### M4 wires

Bar = 100 um. Supply wires on this layer in gray.
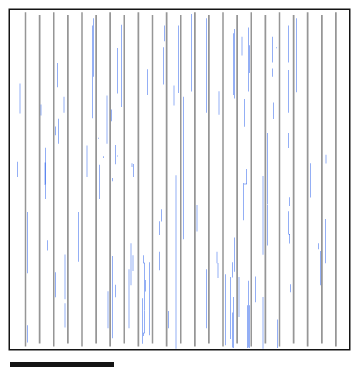
### Signal metal coverage by tile

Bar = 100 um. The die is cut into 33 by 33 equal tiles; dark purple is low, yellow is high, scaled to the fullest tile. Values are wire area over tile area, all layers added.
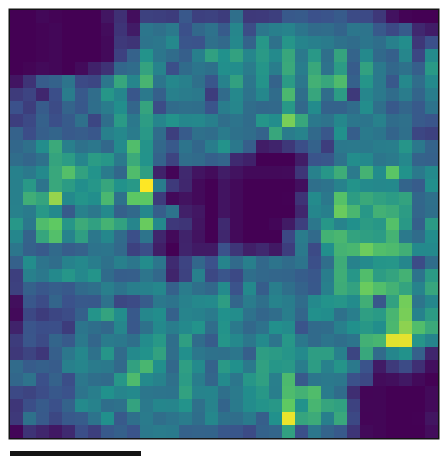
### Cell outlines without signal wires

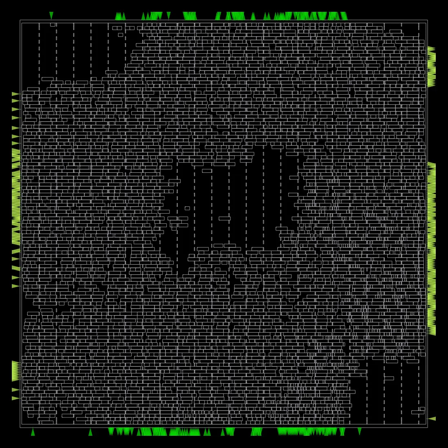
### Routed clock nets over the placement

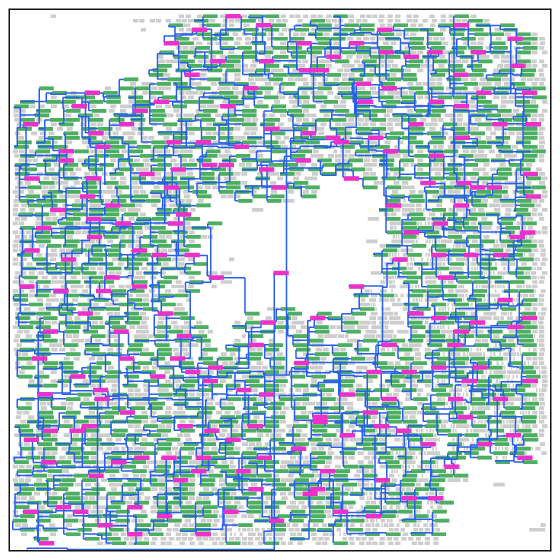
### Sequential cells grouped by signal name

Other sequential cells in the stronger gray, the rest of the logic in the fainter gray.
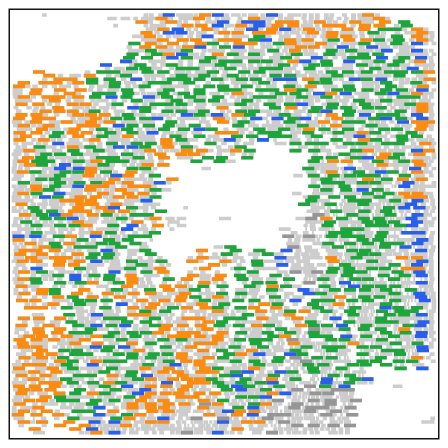
File: config.mk
export PLATFORM = sky130hd
export DESIGN_NAME = retire_trace_pipe
export DESIGN_NICKNAME = d
export VERILOG_FILES = /design/src/rtl/retire_trace_pkg.sv /design/src/rtl/retire_trace_fifo.sv /design/src/rtl/retire_trace_pipe.sv
export SDC_FILE = /design/constraint.sdc
export NUM_CORES = 2
export LEC_CHECK = 0
export ABC_CLOCK_PERIOD_IN_PS = 3600
export CAP_MARGIN = 40
export CORE_UTILIZATION = 55
export CTS_CLUSTER_SIZE = 8
export DETAILED_ROUTE_END_ITERATION = 10
export GPL_ROUTABILITY_DRIVEN = 0
export PLACE_DENSITY = 0.79
export SETUP_SLACK_MARGIN = 0.05
export SKIP_CTS_REPAIR_TIMING = 1
export SLEW_MARGIN = 0
export SYNTH_ARGS = -nofsm -noshare
export SYNTH_HDL_FRONTEND = slang
export SYNTH_SLANG_ARGS = --single-unit
File: constraint.sdc
create_clock -name clk -period 3.6 [get_ports clk]
set_input_delay 0.72 -clock clk [delete_from_list [all_inputs] [get_ports clk]]
set_output_delay 0.72 -clock clk [all_outputs]
set_load 0.05 [all_outputs]
File: src/rtl/retire_trace_pkg.sv
// retire_trace_pkg: shared types for the retirement trace shadow pipeline
package retire_trace_pkg;
  localparam int RT_XLEN = 32;
  typedef enum logic [1:0] {
    T_R    = 2'd0,
    T_I    = 2'd1,
    T_J    = 2'd2,
    T_NONE = 2'd3
  } instr_type_t;
  typedef struct packed {
    logic [RT_XLEN-1:0] pc;
    logic [RT_XLEN-1:0] instr;
    instr_type_t        itype;
    logic [4:0]         rs;
    logic [4:0]         rt;
    logic [4:0]         rd;
    logic [RT_XLEN-1:0] rs_val;
    logic [RT_XLEN-1:0] rt_val;
    logic [RT_XLEN-1:0] dest_val;
    logic               dest_wr;
  } retire_rec_t;
endpackage

File: src/rtl/retire_trace_fifo.sv
// retire_trace_fifo: synchronous record FIFO with a registered head (no fall-through)
module retire_trace_fifo
  import retire_trace_pkg::*;
#(
  parameter int DEPTH = 4
) (
  input  logic        clk,
  input  logic        reset,
  input  logic        push,
  input  logic        pop,
  input  retire_rec_t din,
  output logic        full,
  output logic        empty,
  output retire_rec_t head
);
  localparam int AW = $clog2(DEPTH);
  retire_rec_t     mem [DEPTH];
  logic [AW-1:0]   wp, rp, rp_n;
  logic [AW:0]     cnt;
  logic            do_push, do_pop;
  assign empty   = cnt == '0;
  assign full    = cnt == (AW+1)'(DEPTH);
  assign do_pop  = pop & ~empty;
  assign do_push = push & (~full | do_pop);
  assign rp_n    = rp + AW'(do_pop);
  // A push landing exactly at the new read slot must bypass into the head register
  always_ff @(posedge clk or negedge reset)
    if (!reset) begin
      for (int i = 0; i < DEPTH; i++) mem[i] <= '0;
      wp   <= '0;
      rp   <= '0;
      cnt  <= '0;
      head <= '0;
    end else begin
      if (do_push) begin
        mem[wp] <= din;
        wp      <= wp + AW'(1);
      end
      rp   <= rp_n;
      cnt  <= cnt + (AW+1)'(do_push) - (AW+1)'(do_pop);
      head <= (do_push && wp == rp_n) ? din : mem[rp_n];
    end
endmodule

File: src/rtl/retire_trace_pipe.sv
// retire_trace_pipe: stall/flush-aware shadow pipeline emitting one record per committed instruction
module retire_trace_pipe
  import retire_trace_pkg::*;
#(
  parameter int STAGES     = 5,
  parameter int CAP_STAGE  = 2,
  parameter int FIFO_DEPTH = 4,
  parameter int XLEN       = RT_XLEN
) (
  input  logic              clk,
  input  logic              reset,
  input  logic              fetch_valid,
  input  logic [XLEN-1:0]   fetch_pc,
  input  logic [XLEN-1:0]   fetch_instr,
  input  logic [STAGES-1:0] stall,
  input  logic [STAGES-1:0] flush,
  input  instr_type_t       dec_type,
  input  logic [4:0]        dec_rs,
  input  logic [4:0]        dec_rt,
  input  logic [4:0]        dec_rd,
  input  logic [XLEN-1:0]   cap_rs_val,
  input  logic [XLEN-1:0]   cap_rt_val,
  input  logic              wb_wr_en,
  input  logic [XLEN-1:0]   wb_wr_data,
  output logic              rec_valid,
  input  logic              rec_ready,
  output retire_rec_t       rec,
  output logic              overflow,
  output logic [31:0]       retire_count
);
  localparam int L = STAGES - 1;
  retire_rec_t       e   [STAGES];
  retire_rec_t       fwd [STAGES];
  retire_rec_t       fe, r;
  logic [STAGES-1:0] v, ve, hold;
  logic              ret, pop, full, empty;
  assign ve = v & ~flush;
  always_comb begin
    hold[L] = stall[L];
    for (int s = L - 1; s >= 0; s--) hold[s] = hold[s+1] | stall[s];
  end
  // fwd[s] is the entry as it leaves slot s, with decode/operand fields captured on the way out
  always_comb begin
    for (int s = 0; s < STAGES; s++) begin
      fwd[s] = e[s];
      if (s == 1) begin
        fwd[s].itype = dec_type;
        fwd[s].rs    = dec_rs;
        fwd[s].rt    = dec_rt;
        fwd[s].rd    = dec_rd;
      end
      if (s == CAP_STAGE) begin
        fwd[s].rs_val = cap_rs_val;
        fwd[s].rt_val = cap_rt_val;
      end
    end
  end
  always_comb begin
    fe       = '0;
    fe.pc    = fetch_pc;
    fe.instr = fetch_instr;
  end
  always_ff @(posedge clk or negedge reset)
    if (!reset) begin
      v <= '0;
      for (int s = 0; s < STAGES; s++) e[s] <= '0;
    end else begin
      for (int s = 0; s < STAGES; s++)
        if (hold[s]) v[s] <= ve[s];
        else if (s == 0) begin
          v[s] <= fetch_valid;
          e[s] <= fe;
        end else if (hold[s-1]) v[s] <= 1'b0;
        else begin
          v[s] <= ve[s-1];
          e[s] <= fwd[s-1];
        end
    end
  assign ret       = ve[L] & ~stall[L];
  assign rec_valid = ~empty;
  assign pop       = rec_valid & rec_ready;
  always_comb begin
    r          = e[L];
    r.dest_wr  = wb_wr_en;
    r.dest_val = wb_wr_en ? wb_wr_data : '0;
  end
  retire_trace_fifo #(.DEPTH(FIFO_DEPTH)) u_fifo (
    .clk   (clk),
    .reset (reset),
    .push  (ret),
    .pop   (pop),
    .din   (r),
    .full  (full),
    .empty (empty),
    .head  (rec)
  );
  always_ff @(posedge clk or negedge reset)
    if (!reset) begin
      overflow     <= 1'b0;
      retire_count <= '0;
    end else begin
      if (ret & full & ~pop) overflow <= 1'b1;
      if (ret) retire_count <= retire_count + 32'd1;
    end
endmodule

==> results_dict.tcl <==
# place-and-route summary
set metrics [dict create \
    outcome "finished clean" \
    crit_fanout 4 \
    clk_path_buf_depth 3 \
    die.size.x_um 326 \
    synthFlopType "dfrtp_1" \
    grt_pass1_vias 34400 \
    min_to "overflow$_DFFE_PN0P_" \
    cts_sinks 1434 \
    switching_power_w 0.0104 \
    initCoreUtil 0.557 \
    worstSetupStartpointType "flip-flop" \
    slew_violations 0 \
    ys_seq_frac 0.621 \
    synth_area_leader_cell "dfrtp_1" \
    peakVddDrop_mv 0.382 \
    lay_top_count "dfrtp_1" \
    drt_iter0_drc 1795 \
    grt_start_max_net_pins 93 \
    crit_family "buffers and inverters" \
    drive_gt1_frac 0.414 \
    root_buffer "clkbuf_16" \
    p_comb_frac 0.145 \
    use_met3 0.0491 \
    rrSetupSlack_ns 0.60 \
    nNetsFinal 4277 \
    htree_num_levels 4 \
    clk_pin_slew_ns 0.05 \
    relSlewSlack 0.453 \
    worstSetupEndpointType "output port" \
    r2r_cells 7 \
    critPathArrivalTime_ns 2.41 \
    cp_num_buf_inv 1 \
    endpoint "rec_valid" \
    wl_met2_um 60800 \
    crit_start "u_fifo.cnt[1]$_DFF_PN0_" \
    viasPerCell 5.78 \
    dpl.hpwl_um 75500 \
    period_used_share 0.870 \
    wl_met1_um 52700 \
    drtAntennaViolNets 0 \
    async_flop_share 1.00 \
    whs_path_depth 2 \
    ys_area_mm2 0.0578 \
    met2_usage 0.385 \
    die-area_mm2 0.106 \
    rsz0062_at_grt "false" \
    max_freq_ghz 0.319 \
    drt_first_pass_iters 7 \
    edf_count 0 \
    dpl.cell_count 5256 \
    syn_area_mm2 0.0578 \
    die_y_um 326 \
    top_layer "met5" \
    path_class "reg2out" \
    timing.max_cap.violations 0 \
    syn_inst 3561 \
    grt-ovfl-total 0 \
    hold_violations 0 \
    crit_cells 2 \
    period_needed_ns 3.13 \
    cts_tree "built" \
    ys_warn_count 0 \
    hold_class "reg2reg" \
    synth_flops 1434 \
    synthDistinctLibCells 39 \
    setup_tns_ns 0 \
    power_leader "registers" \
]
-- 'M4 wires' (at the start) --
share of all routed wire = 2.9%
nets with wire on the layer = 58
longest straight run = 167 um
wire length on this layer = 3510 um
vias after detailed routing: 31600
Routed Wire Length: 123000 um

-- 'Signal metal coverage by tile' (at the start) --
nearly empty tiles = 7.6%
emptiest ninth of the die = center
tiles over half the peak = 20%
mean over tiles = 0.18
global-route usage over all layers: 0.239
routed length per instance: 22.5 um

-- 'Cell outlines without signal wires' (at the start) --
CORE AREA: 0.104 mm2
# fillers: 7074
Rows: 118

-- 'Routed clock nets over the placement' (at the start) --
flip-flops -> green  # count 1434
clock wires -> blue  # length 16600 um
cells driving clock nets -> magenta  # count 197
flops lie = widely spread
routed clock nets = 198
clk_skew: 0.0206 ns
Clock power frac: 0.392
clk_lat worst skew: 0.76 ns
Clock group: 0.0160 W

-- 'Sequential cells grouped by signal name' (at the start) --
u_fifo.head -> blue  # placed flops 178, where widely spread
e -> orange  # placed flops 499, where widely spread
u_fifo.mem -> green  # placed flops 712, where widely spread
fraction of area in registers: 0.519
Final Util: 0.667
register area: 0.0359 mm2
seq pwr: 0.0189 W

## cell usage after synthesis (all sizes together), types with 6 or more instances
| cell | number |
|---|---|
| and3 | 6 |
| buf | 168 |
| clkbuf | 52 |
| dfrtp | 1434 |
| ha | 8 |
| inv | 10 |
| mux2 | 1230 |
| mux4 | 178 |
| nand2 | 203 |
| nand3 | 16 |
| nand4 | 9 |
| nor4 | 10 |
| o21ai | 164 |
| xnor2 | 18 |
| xor2 | 18 |
## metrics by stage
stage                     power (W)  setup WS [ns]  cell area, um2   util
after global routing         0.0426          0.399           69200  0.667
after global placement       0.0250          0.246           64000  0.616
after floorplan              0.0226          0.438           57800      -
after CTS                    0.0414          0.427           69200  0.666
after detailed placement     0.0252          0.245           64000  0.616
final                        0.0409          0.469           69200  0.667
## area by class of cell
type | instances | area, um2 | share of cell area
sequential | 1434 | 35900 | 0.519
multi-input combinational | 1897 | 20500 | 0.296
timing repair buffer | 536 | 5840 | 0.0844
clock buffer | 205 | 5060 | 0.0732
tap | 1380 | 1730 | 0.0250
clock inverter | 8 | 123 | 0.00177
inverter | 10 | 37.5 | 0.000543
antenna | 1 | 2.50 | 0.0000362
## flip-flops by register name (all words and copies together), names as in the netlist
| signal | cells |
|---|---|
| e | 499 |
| overflow | 1 |
| retire_count | 32 |
| u_fifo.cnt | 3 |
| u_fifo.head | 178 |
| u_fifo.mem | 712 |
| u_fifo.rp | 2 |
| u_fifo.wp | 2 |
| v | 5 |
## logic make-up after synthesis
logic type / Yosys count / synth area share
XOR/XNOR: 37 / 0.00585
multiplexers: 1408 / 0.309
adder cells (fa/ha/maj): 9 / 0.00208
AND/OR/NAND/NOR: 276 / 0.0213
buffers and inverters: 230 / 0.0258
AND-OR/OR-AND: 167 / 0.0146
flip-flops: 1434 / 0.621
No activity file was given, so power comes from the tool's default toggle rates.
